Fig. 1: cell outlines without signal wires
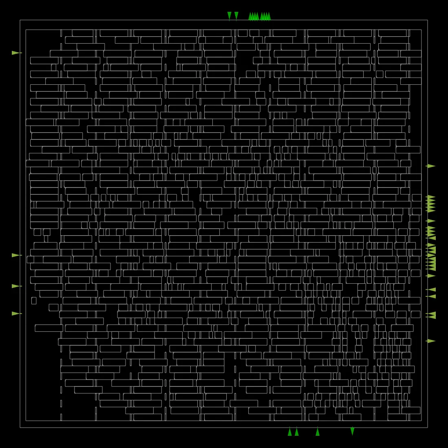
Fig. 2: placed cells, one colour a class
(1.5 px per um)
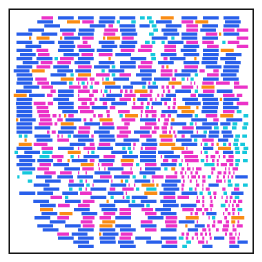
Fig. 3: wires at chosen ports, followed through buffers
(3 px per um)
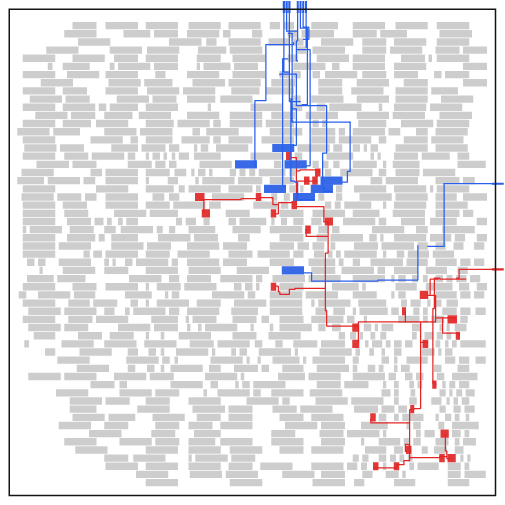
Design i2c_reg_ram_flat, sky130hd; sources not shown.
==> results.tsv <==
stage	metric	value	unit
status	status	finished clean	
synth	synth_chip_area	13400	um^2
synth	ys_ff	284	
floorplan	fp.dieArea	26100	um^2
layout	final_common_cell	edfxtp_1	
clock_network	tritoncts	yes	
synth	syn_inst	730	
clock_network	clkTransAtPathRegs	0.05	ns
grt	grt.overflow.total	0	
layout	lay_top_cells	edfxtp_1 (256), mux4_2 (115), buf_4 (64)	
grt	grt_pass1_vias	8521	
synth	xor_share	0.0653	%
placement	dp.cells	1111	
synth	syn_area	13400	um^2
layout	n_antenna_cell	0	
synth	yosys.area_share.adder	0.839	%
final_timing	setup_viol	0	
setup_path	required	2.56	ns
clock_network	post_cts_buffers	0	
route	drt_drc_violations_left	0	
power_and_ir_drop	p_leak	0.00474	uW
synth	compound_area_share	3.47	%
flow_run	max_cap_viol_count	0	
final_timing	worst_slew_pin_slew	0.779	ns
final_timing	relSlewSlack	48.1	%
route	ant_nets	0	
synth	yosysWarnings	0	
setup_path	endpoint_kind	output port	
min_path	hp-class	flip-flop to flip-flop	
final_timing	period_used_share	91.8	%
clock_network	cts_resized	0	
synth	edf_count	256	
layout	regArea	8260	um^2
placement	dpl-instance-area	14500	um^2
setup_path	cp_max_fo	17	
layout	instances_no_fill	1170	
clock_network	cts_inserted_buffers	34	
placement	post-place-ws	0.445	ns
synth	avgSynthCellArea	18.4	um^2
layout	largest_register_ffs	256	
final_timing	worst_slack	0.262	ns
grt	antenna_found_initial	0	
setup_path	arrival	2.30	ns
synth	synth.distinct_cells	47	
setup_path	regToRegSetupSlack	0.54	ns
final_timing	hold_slack	0.554	ns
route	drtIter0Drc	1003	
final_timing	fin_setup_tns	0	ns
setup_path	critPathLaunchType	flip-flop	
placement	hpwl	25.5	mm
setup_path	r2r_cells	8	
synth	simple_gate_share	5.09	%
route	routedWlPerCell	32.8	um
synth	synth_nets	759	
clock_network	insertion_delay	0.51	ns
synth	ys_cells	730	
final_timing	slew_viol_final	0	
route	drt_wl_total	38.4	mm
final_timing	grt_setup_unrepaired	false	
final_timing	maxClockFrequency	340	MHz
clock_network	clock_path_buffers	3	
flow_run	warnings	30	
clock_network	cts_root_buf	clkbuf_16	
synth	logic_family	multiplexers	
route	vias	8062	
layout	drive_gt1_share	31.2	%
power_and_ir_drop	p_per_area	514	nW/um^2
floorplan	initCoreUtil	55.2	%
## Picture notes: Fig. 1
post-route core utilization: 63.7%
Rows: 57
Flops: 284
Core Region: 24300 um^2

## Picture notes: Fig. 2
[sequential cells] blue | cells: 284 | share of their area: 55%
[remaining logic cells] magenta | cells: 394 | share of their area: 32%
[remaining buffers and delay cells] cyan | cells: 109 | share of their area: 6.5%
[clock drivers and dummy loads] orange | cells: 59 | share of their area: 6.7%
flop share of the area: 53.3%
final instance area: 15500 um^2

## Picture notes: Fig. 3
[rst] red | bits: 1 | direction: input | end cells: 28 | buffers: 2 | wire: 417 um
[lcd_dout] blue | bits: 8 | direction: output | end cells: 8 | buffers: 8 | wire: 575 um
I/O Buffers: 41
I/O pin total: 43

==> worst max-delay path, cell delays in order (launching register included) <==
cell	delay, ns
dfxtp_1	0.34
inv_1	0.13
ha_1	0.54
buf_4	0.27
clkdlybuf4s50_1	0.51
==> synthesized netlist by cell type (all sizes together), types with 3 or more instances <==
cell type  instances  area share, %
a21oi             12           0.45
a221o              6           0.45
and3               3           0.14
buf               31            1.9
clkbuf            21           0.59
dfxtp             28            4.2
edfxtp           256             57
ha                 9           0.84
mux2              23            1.9
mux2i             15            1.1
mux4             136             23
nand2             20           0.56
nand2b             8           0.37
nand3              4           0.15
nand3b             6           0.34
nor2              47            1.3
nor2b              6           0.28
nor3              16           0.60
nor3b              6           0.34
nor4               4           0.19
o21ai             17           0.63
o22a               4           0.26
o22ai             23            1.1
or2                7           0.33
or3b               4           0.26
==> through the flow <==
| stage | total power [uW] | util [%] |
|---|---|---|
| global placement | 4480 | 59.5 |
| CTS | 7990 | 63.7 |
| finish | 7970 | 63.7 |
| floorplan | 4320 | - |
| detailed placement | 4480 | 59.5 |
| global route | 8160 | 63.7 |
==> report_power, final <==
part	switching (uW)	internal (uW)	total, uW	leakage [uW]
registers	17.8	4010	4030	0.00236
clock network	1470	2080	3550	0.000502
logic	198	183	381	0.00187
==> layout make-up <==
cell class	count	share of cell area (%)
inverter	2	0.0485
clock inverter	18	0.759
multi-input combinational	392	31.2
sequential	284	53.3
timing repair buffer	109	6.30
clock buffer	41	5.80
tap	324	2.62
==> layer usage <==
| layer | vias up | part of all wire [%] | track usage [%] |
|---|---|---|---|
| met2 | 456 | 50 | 49.7 |
| met5 | - | 0 | 0 |
| met4 | 0 | 3.9 | 11.1 |
| met3 | 93 | 8.6 | 5.80 |
| li1 | 3258 | - | - |
| met1 | 4255 | 38 | 41.7 |
No activity file was given, so power comes from the tool's default toggle rates.
